$ cat src/rtl/sw_pkg.sv
// sw_pkg: shared types and helpers for the Smith-Waterman array feeder
//   BASE_W          base width (A=00 C=01 G=10 T=11)
//   feeder_state_t  feeder FSM states
//   comp_base()     base complement (A<->T, C<->G)
package sw_pkg;
    localparam int BASE_W = 2;
    localparam logic [BASE_W-1:0] BASE_A = 2'b00;
    localparam logic [BASE_W-1:0] BASE_C = 2'b01;
    localparam logic [BASE_W-1:0] BASE_G = 2'b10;
    localparam logic [BASE_W-1:0] BASE_T = 2'b11;
    typedef enum logic [2:0] {
        ST_IDLE,
        ST_LOAD,
        ST_STREAM,
        ST_FLUSH,
        ST_DONE
    } feeder_state_t;
    function automatic logic [BASE_W-1:0] comp_base(input logic [BASE_W-1:0] b);
        return ~b;
    endfunction
endpackage

$ cat src/rtl/sw_onehot_dec.sv
// sw_onehot_dec: index to one-hot decoder, combinational
//   idx     in  IW  index, out-of-range gives all zeros
//   onehot  out N   bit idx set
module sw_onehot_dec #(
    parameter int N  = 8,
    parameter int IW = 4
) (
    input  logic [IW-1:0] idx,
    output logic [N-1:0]  onehot
);
    assign onehot = (idx < IW'(N)) ? N'(1) << idx : '0;
endmodule

$ cat src/rtl/sw_array_feeder.sv
// sw_array_feeder: loads a read into the PE chain, streams the reference, then flushes
//   clk, rst                 clock, async active-high reset
//   start/read_len/ref_len   start an alignment (config latched in IDLE)
//   revcomp                  reverse-complement load, only with SW_FEEDER_REVCOMP_EN
//   read_valid/base/ready    read base handshake (LOAD)
//   ref_valid/base/ready     reference base handshake (STREAM)
//   S_out/store_S            read base and one-hot PE write strobe
//   T_out/init_out           reference base into PE0
//   busy/done/cfg_err        status; underrun sticky until next accepted start
module sw_array_feeder
    import sw_pkg::*;
#(
    parameter int N_PE  = 8,
    parameter int LEN_W = 16,
    parameter int RL_W  = $clog2(N_PE) + 1
) (
    input  logic              clk,
    input  logic              rst,
    input  logic              start,
    input  logic [RL_W-1:0]   read_len,
    input  logic [LEN_W-1:0]  ref_len,
    input  logic              revcomp,
    input  logic              read_valid,
    input  logic [BASE_W-1:0] read_base,
    output logic              read_ready,
    input  logic              ref_valid,
    input  logic [BASE_W-1:0] ref_base,
    output logic              ref_ready,
    output logic [BASE_W-1:0] S_out,
    output logic [N_PE-1:0]   store_S,
    output logic [BASE_W-1:0] T_out,
    output logic              init_out,
    output logic              busy,
    output logic              done,
    output logic              cfg_err,
    output logic              underrun
);
    localparam int FL_W = $clog2(N_PE) + 1;
    feeder_state_t     state, state_d;
    logic [RL_W-1:0]   rd_cnt, rd_cnt_d, len_q, len_d, wr_idx;
    logic [LEN_W-1:0]  ref_cnt, ref_cnt_d, ref_len_q, ref_len_d;
    logic [FL_W-1:0]   fl_cnt, fl_cnt_d;
    logic              rc_q, rc_d;
    logic [BASE_W-1:0] s_d, t_d, wr_base;
    logic [N_PE-1:0]   store_d, onehot;
    logic              init_d, done_d, cfg_err_d, underrun_d, bad_cfg;

    assign bad_cfg    = (read_len == '0) || (read_len > RL_W'(N_PE)) || (ref_len == '0);
    assign read_ready = (state == ST_LOAD);
    assign ref_ready  = (state == ST_STREAM);
    assign busy       = (state != ST_IDLE);

`ifdef SW_FEEDER_REVCOMP_EN
    assign wr_idx  = rc_q ? len_q - rd_cnt - RL_W'(1) : rd_cnt;
    assign wr_base = rc_q ? comp_base(read_base) : read_base;
`else
    logic unused_rc;
    assign unused_rc = rc_q;
    assign wr_idx    = rd_cnt;
    assign wr_base   = read_base;
`endif

    sw_onehot_dec #(.N(N_PE), .IW(RL_W)) u_dec (
        .idx    (wr_idx),
        .onehot (onehot)
    );

    always_comb begin
        state_d    = state;
        rd_cnt_d   = rd_cnt;
        ref_cnt_d  = ref_cnt;
        fl_cnt_d   = fl_cnt;
        len_d      = len_q;
        ref_len_d  = ref_len_q;
        rc_d       = rc_q;
        s_d        = S_out;
        t_d        = T_out;
        store_d    = '0;
        init_d     = init_out;
        done_d     = 1'b0;
        cfg_err_d  = 1'b0;
        underrun_d = underrun;
        case (state)
            ST_IDLE: begin
                if (start && bad_cfg) cfg_err_d = 1'b1;
                if (start && !bad_cfg) begin
                    len_d      = read_len;
                    ref_len_d  = ref_len;
                    rc_d       = revcomp;
                    rd_cnt_d   = '0;
                    ref_cnt_d  = '0;
                    fl_cnt_d   = '0;
                    underrun_d = 1'b0;
                    state_d    = ST_LOAD;
                end
            end
            ST_LOAD: begin
                if (read_valid) begin
                    s_d      = wr_base;
                    store_d  = onehot;
                    rd_cnt_d = rd_cnt + RL_W'(1);
                    state_d  = (rd_cnt == len_q - RL_W'(1)) ? ST_STREAM : ST_LOAD;
                end
            end
            ST_STREAM: begin
                init_d     = ref_valid;
                t_d        = ref_valid ? ref_base : T_out;
                ref_cnt_d  = ref_cnt + LEN_W'(ref_valid);
                underrun_d = underrun | ~ref_valid;
                state_d    = (!ref_valid || ref_cnt == ref_len_q - LEN_W'(1)) ? ST_FLUSH : ST_STREAM;
            end
            ST_FLUSH: begin
                init_d   = 1'b0;
                fl_cnt_d = fl_cnt + FL_W'(1);
                done_d   = (fl_cnt == FL_W'(N_PE - 1));
                state_d  = done_d ? ST_DONE : ST_FLUSH;
            end
            default: state_d = ST_IDLE;
        endcase
    end

    always_ff @(posedge clk or posedge rst) begin
        if (rst) begin
            state     <= ST_IDLE;
            rd_cnt    <= '0;
            ref_cnt   <= '0;
            fl_cnt    <= '0;
            len_q     <= '0;
            ref_len_q <= '0;
            rc_q      <= 1'b0;
            S_out     <= '0;
            store_S   <= '0;
            T_out     <= '0;
            init_out  <= 1'b0;
            done      <= 1'b0;
            cfg_err   <= 1'b0;
            underrun  <= 1'b0;
        end else begin
            state     <= state_d;
            rd_cnt    <= rd_cnt_d;
            ref_cnt   <= ref_cnt_d;
            fl_cnt    <= fl_cnt_d;
            len_q     <= len_d;
            ref_len_q <= ref_len_d;
            rc_q      <= rc_d;
            S_out     <= s_d;
            store_S   <= store_d;
            T_out     <= t_d;
            init_out  <= init_d;
            done      <= done_d;
            cfg_err   <= cfg_err_d;
            underrun  <= underrun_d;
        end
    end
endmodule
$ cat config.mk
export PLATFORM = sky130hd
export DESIGN_NAME = sw_array_feeder
export DESIGN_NICKNAME = d
export VERILOG_FILES = /design/src/rtl/sw_pkg.sv /design/src/rtl/sw_onehot_dec.sv /design/src/rtl/sw_array_feeder.sv
export SDC_FILE = /design/constraint.sdc
export NUM_CORES = 1
export LEC_CHECK = 0
export CAP_MARGIN = 20
export CELL_PAD_IN_SITES_DETAIL_PLACEMENT = 1
export CELL_PAD_IN_SITES_GLOBAL_PLACEMENT = 2
export CORE_UTILIZATION = 25
export CTS_CLUSTER_DIAMETER = 30
export DETAILED_ROUTE_END_ITERATION = 8
export GPL_TIMING_DRIVEN = 1
export PLACE_DENSITY_LB_ADDON = 0.12
export SYNTH_ARGS = -nofsm -noshare
export SYNTH_HDL_FRONTEND = slang
export SYNTH_SLANG_ARGS = --single-unit
export TNS_END_PERCENT = 5
$ cat constraint.sdc
create_clock -name clk -period 2.6 [get_ports clk]
set_input_delay 0.52 -clock clk [delete_from_list [all_inputs] [get_ports clk]]
set_output_delay 0.52 -clock clk [all_outputs]
set_load 0.02 [all_outputs]
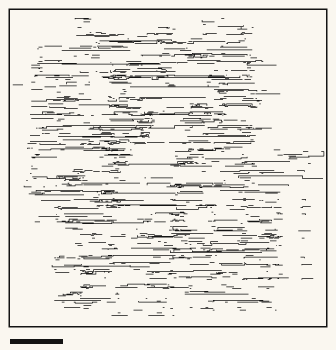
Fig. 1. Metal 1 (run 1).
Bar = 20 um.
- nets with wire on the layer: 401
- longest straight run: 34.5 um
- share of all routed wire: 48%
- wire length on this layer: 4230 um
M1 GR Usage: 0.175
Vias: 2765
final WL: 8800 um

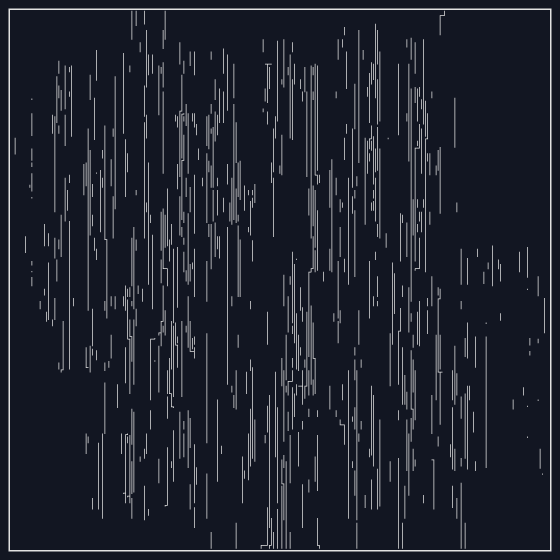
Fig. 2. Metal 2 (run 1).
- share of all routed wire: 47%
- longest straight run: 46.9 um
- main direction: vertical
- wire length on this layer: 4150 um
- nets with wire on the layer: 390
grt met2 use: 0.222

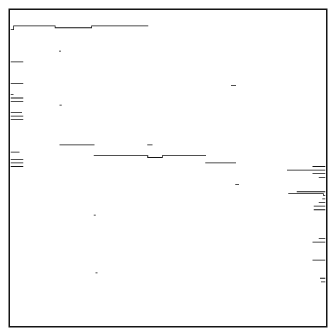
Fig. 3. Met3 routing (run 1).
- share of all routed wire: 2.8%
- wire length on this layer: 250 um
- nets with wire on the layer: 29
- longest straight run: 21.2 um
- main direction: horizontal
grt met3 use: 0.0259

==> run 1: flip-flops by register name (all words and copies together), names as in the netlist, 2 cells and up <==
name       count
S_out          2
T_out          2
fl_cnt         4
len_q          4
rd_cnt         4
ref_cnt       16
ref_len_q     16
state          3
store_S        8
==> run 1: worst max-delay path: cells and delay by family (launching register included) <==
family | cells | cell delay, ns
buffers and inverters | 2 | 0.89
DFF | 1 | 0.45
and+or+nand+nor | 2 | 0.21
==> run 1: per-layer routing <==
metal	share of wire	routed length, um	vias to the layer above	track usage
met5	0	0	-	0
met4	0.019	166	0	0.0688
met3	0.028	249	12	0.0259
met2	0.47	4150	37	0.222
met1	0.48	4230	1338	0.175
li1	-	-	1378	-
==> run 1: report_power, final <==
| group | internal (uW) | switching (uW) | leakage (uW) |
|---|---|---|---|
| Sequential | 1270 | 401 | 0.000822 |
| Combinational | 807 | 730 | 0.00100 |
| Clock | 742 | 442 | 0.000136 |
| Total | 2820 | 1570 | 0.00196 |
==> run 1: metrics by stage <==
step,util,setup slack (ns),hold WS (ns)
5_1_grt,0.340,0.0904,0.530
4_1_cts,0.340,0.141,0.503
3_3_place_gp,0.319,-0.0545,0.487
2_1_floorplan,-,0.510,0.471
3_5_place_dp,0.319,-0.0631,0.491
6_report,0.340,0.195,0.492
==> run 1: cell families after synthesis <==
family                     count (synthesis)  share of synthesized area
and+or+nand+nor                          131                      0.205
DFF                                       63                      0.459
AOI/OAI and AO/OA                         55                     0.0980
buffers and inverters                     31                     0.0393
xor gates and xnor gates                  28                     0.0714
muxes                                     27                     0.0878
adders and majority gates                 11                     0.0401
==> impl_metrics.csv, run 1 <==
group,metric,value,unit
yosys,ys_ff,63,
drt,ant_nets,0,
sta,maxSlewHeadroom,0.645,
pwr,vdd_drop_max,0.000277,V
worst_hold_path,hold_end,"underrun",
yosys,top_cells_by_area,"dfrtp_1 46%, mux2_2 8.2%, xnor2_1 4.1%",
layout,seq-cell-share,0.347,
clock_network,clk_latency,0.34,ns
critical_path,cpMaxStageDelayCell,"clkdlybuf4s50_1",
run,warning_count,31,
place,numPortBuffers,47,
yosys,postSynthCellCount,346,
pwr,total_power,4400,uW
yosys,ff_type,"dfrtp_1",
drt,route.detailed.drc,0,
clock_network,root_buffer,"clkbuf_16",
sta,tightest_slew,0.533,ns
place,dp.cells,579,
critical_path,r2r_slack,0.26,ns
layout,mostFrequentLayoutCells,"63 x dfrtp_1, 47 x clkdlybuf4s50_1, 27 x nand2_1",
yosys,post_synth.cell_area_avg,9.93,um^2
sta,drv_slew,0,
drt,dr.pass1.iters,4,
worst_hold_path,hold_class,"reg2reg",
layout,fillers,1565,
drt,wl_per_cell,14.8,um
layout,layout.nonclk_buf_frac,0.148,
global_routing,grt_max_degree,41,
yosys,synthDominantCellAreaShare,0.459,
layout,comb_area,1720,um^2
global_routing,first_global_vias,2949,
critical_path,crit_arrival,1.89,ns
run,drv_cap,0,
layout,largest_class,"logic gates",
critical_path,crit_type,"reg2out",
clock_network,cts_buffer_depth,2,
yosys,edf_count,0,
yosys,synth-seq-area-share,0.459,
global_routing,grt_pass1_wl,15000,um
layout,n_clock_buffer,11,
critical_path,crit-reg2reg-capture,"state[0]",
worst_hold_path,min_path_cells,1,
layout,final_area,4540,um^2
yosys,syn_nets,387,
status,status,"finished clean",
clock_network,htreeDepth,3,
layout,finalNonFillerCells,595,
critical_path,worstPathRequired,2.08,ns
floorplanning,ios,49,
floorplanning,core,13300,um^2
Fig. 4: run 1, routing congestion
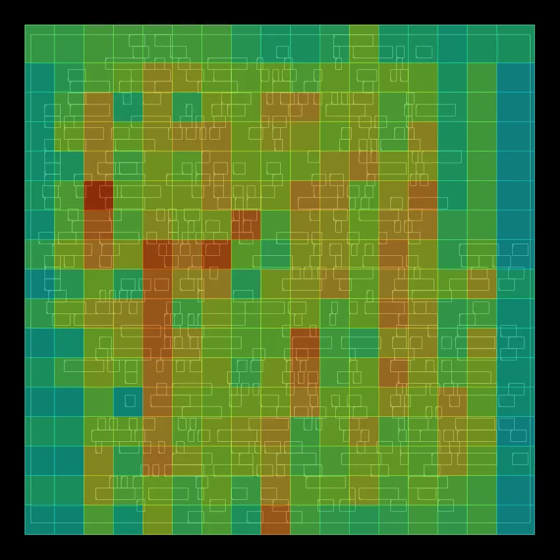

--- run 2 (diff from run 1) ---
--- a/config.mk
+++ b/config.mk
@@ -10,10 +10,13 @@
 export CELL_PAD_IN_SITES_GLOBAL_PLACEMENT = 2
 export CORE_UTILIZATION = 25
 export CTS_CLUSTER_DIAMETER = 30
+export CTS_CLUSTER_SIZE = 10
 export DETAILED_ROUTE_END_ITERATION = 8
 export GPL_TIMING_DRIVEN = 1
+export MAX_ROUTING_LAYER = met4
 export PLACE_DENSITY_LB_ADDON = 0.12
 export SYNTH_ARGS = -nofsm -noshare
 export SYNTH_HDL_FRONTEND = slang
+export SYNTH_HIERARCHICAL = 1
 export SYNTH_SLANG_ARGS = --single-unit
 export TNS_END_PERCENT = 5
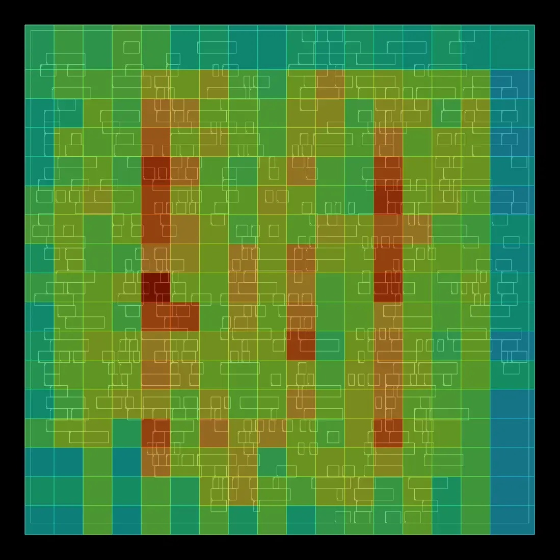
Fig. 5. Routing congestion (run 2).
routed len/inst: 15.1 um
GRT busiest layer: met2
grt met2 use: 0.242

==> run 2 against run 1 <==
Against the previous run:
- hold slack lost 0.013 ns
- clock power grew about 20%
- largest power group is now combinational logic
- power grew 4.8%
- largest cell class unchanged
==> impl_metrics.csv, run 2 <==
group,metric,value,unit
global_routing,grt_pass1_wl,15600,um
drt,dr.pass1.iters,4,
drt,route.detailed.drc,0,
layout,reg_top3,"ref_cnt (16), ref_len_q (16), store_S (8)",
yosys,edf_count,0,
run,warning_count,27,
sta,maxSlewHeadroom,0.742,
drt,wl_met1,4240,um
layout,mostFrequentLayoutCells,"63 x dfrtp_1, 47 x clkdlybuf4s50_1, 39 x nand2_1",
clock_network,htreeDepth,3,
yosys,post_synth.cell_area_avg,9.80,um^2
layout,fillers,1573,
pwr,internal_power,3060,uW
pwr,clock_power,1420,uW
floorplanning,ios,49,
place,numPortBuffers,47,
yosys,ys_ff,63,
critical_path,worstPathRequired,2.08,ns
yosys,synth-xor-area-share,0.0743,
critical_path,cpMaxStageDelayCell,"clkdlybuf4s50_1",
pwr,clockPowerShare,0.307,
global_routing,grt_max_degree,64,
yosys,muxShareOfSynthArea,0.0845,
critical_path,critPathLaunchType,"register",
drt,wl_met2,4580,um
pwr,vdd_drop_max,0.000363,V
global_routing,grt_usage,0.145,
pwr,combPwrFrac,0.347,
clock_network,cts_buffer_depth,2,
global_routing,first_global_vias,3136,
clock_network,root_buffer,"clkbuf_16",
pwr,switchingPower,1550,uW
critical_path,crit_buf_inv,2,
drt,met3_length,269,um
yosys,synthAdderAreaFrac,0.0212,
worst_hold_path,hold_class,"reg2reg",
yosys,synth-compound-area-share,0.0930,
drt,top_layer_used,"met4",
yosys,ff_type,"dfrtp_1",
sta,drv_slew,0,
pwr,power_leader,"combinational logic",
yosys,syn_nets,397,
floorplanning,die_x,121,um
yosys,ys_sh_simple,0.242,
layout,comb_area,1820,um^2
status,status,"finished clean",
run,drv_cap,0,
yosys,synthDominantCellAreaShare,0.446,
sta,tightest_slew,0.386,ns
critical_path,crit_arrival,1.83,ns
yosys,postSynthCellCount,361,
pwr,pg_comb,1600,uW
drt,ant_nets,0,
yosys,synth-seq-area-share,0.446,
yosys,synthTopLogicFamily,"simple AND/OR/NAND/NOR gates",
critical_path,crit_type,"reg2out",
yosys,top_cells_by_area,"dfrtp_1 45%, mux2_2 7.3%, xnor2_1 4.7%",
pwr,seqPwrFrac,0.346,
pwr,total_power,4610,uW
yosys,top_cells_by_count,"63 x dfrtp_1, 39 x nand2_1, 26 x o21ai_0",
clock_network,clk_latency,0.34,ns
critical_path,critical_path_peak_fanout,8,
floorplanning,core,13800,um^2
layout,finalNonFillerCells,616,
yosys,ys_warn_count,6,
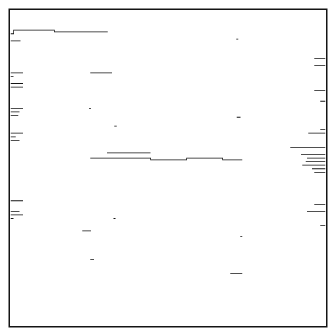
Fig. 6. Met3 routing (run 2).
- longest straight run: 23.0 um
- wire length on this layer: 270 um
- main direction: horizontal
- share of all routed wire: 2.9%
- nets with wire on the layer: 34
final WL: 9330 um
Vias: 2924

[run 2: per-stage QoR]
step / hold slack (ns) / worst slack, ns / util / instance area (um^2) / TNS (ns)
2_1_floorplan: 0.461 / 0.510 / - / 3540 / 0
3_3_place_gp: 0.462 / 0.00180 / 0.317 / 4380 / 0
3_5_place_dp: 0.470 / -0.0181 / 0.317 / 4380 / -0.0328
4_1_cts: 0.482 / 0.202 / 0.342 / 4730 / 0
5_1_grt: 0.506 / 0.163 / 0.342 / 4730 / 0
6_report: 0.478 / 0.245 / 0.342 / 4730 / 0
[run 2: per-layer routing]
| metal | vias to the layer above | GRT usage |
|---|---|---|
| li1 | 1423 | - |
| met1 | 1443 | 0.166 |
| met2 | 43 | 0.242 |
| met3 | 15 | 0.0230 |
| met4 | 0 | 0.0787 |
| met5 | - | - |
[run 2: cells by family (layout without fill, tap and decap cells)]
| kind of cell | after synthesis | after routing |
|---|---|---|
| multiplexers | 27 | 27 |
| adder cells (fa/ha/maj) | 6 | 6 |
| AND-OR/OR-AND | 54 | 54 |
| XOR/XNOR | 30 | 30 |
| flip-flops | 63 | 63 |
| AND/OR/NAND/NOR | 151 | 151 |
| buffers and inverters | 30 | 105 |
[run 2: layout make-up]
cell class,instances,area share
Clock inverter,6,0.0228
Tap cell,180,0.0476
Sequential cell,63,0.333
Inverter,14,0.0111
Multi-Input combinational cell,268,0.385
Clock buffer,10,0.0505
Timing Repair Buffer,75,0.149
[run 2: final timing paths]
check	slack, ns	end	start	cells past startpoint
min in group asynchronous	0.58	init_out	rst	3
min reg2reg	0.48	S_out[0]	S_out[0]	2
min	0.48	S_out[0]	S_out[0]	2
max reg2reg	0.35	state[0]	ref_len_q[2]	6
max in group asynchronous	1.74	ref_len_q[12]	rst	3
max	0.25	ref_ready	state[2]	4
Power figures rest on the tool's default switching activity, not on a simulated workload.
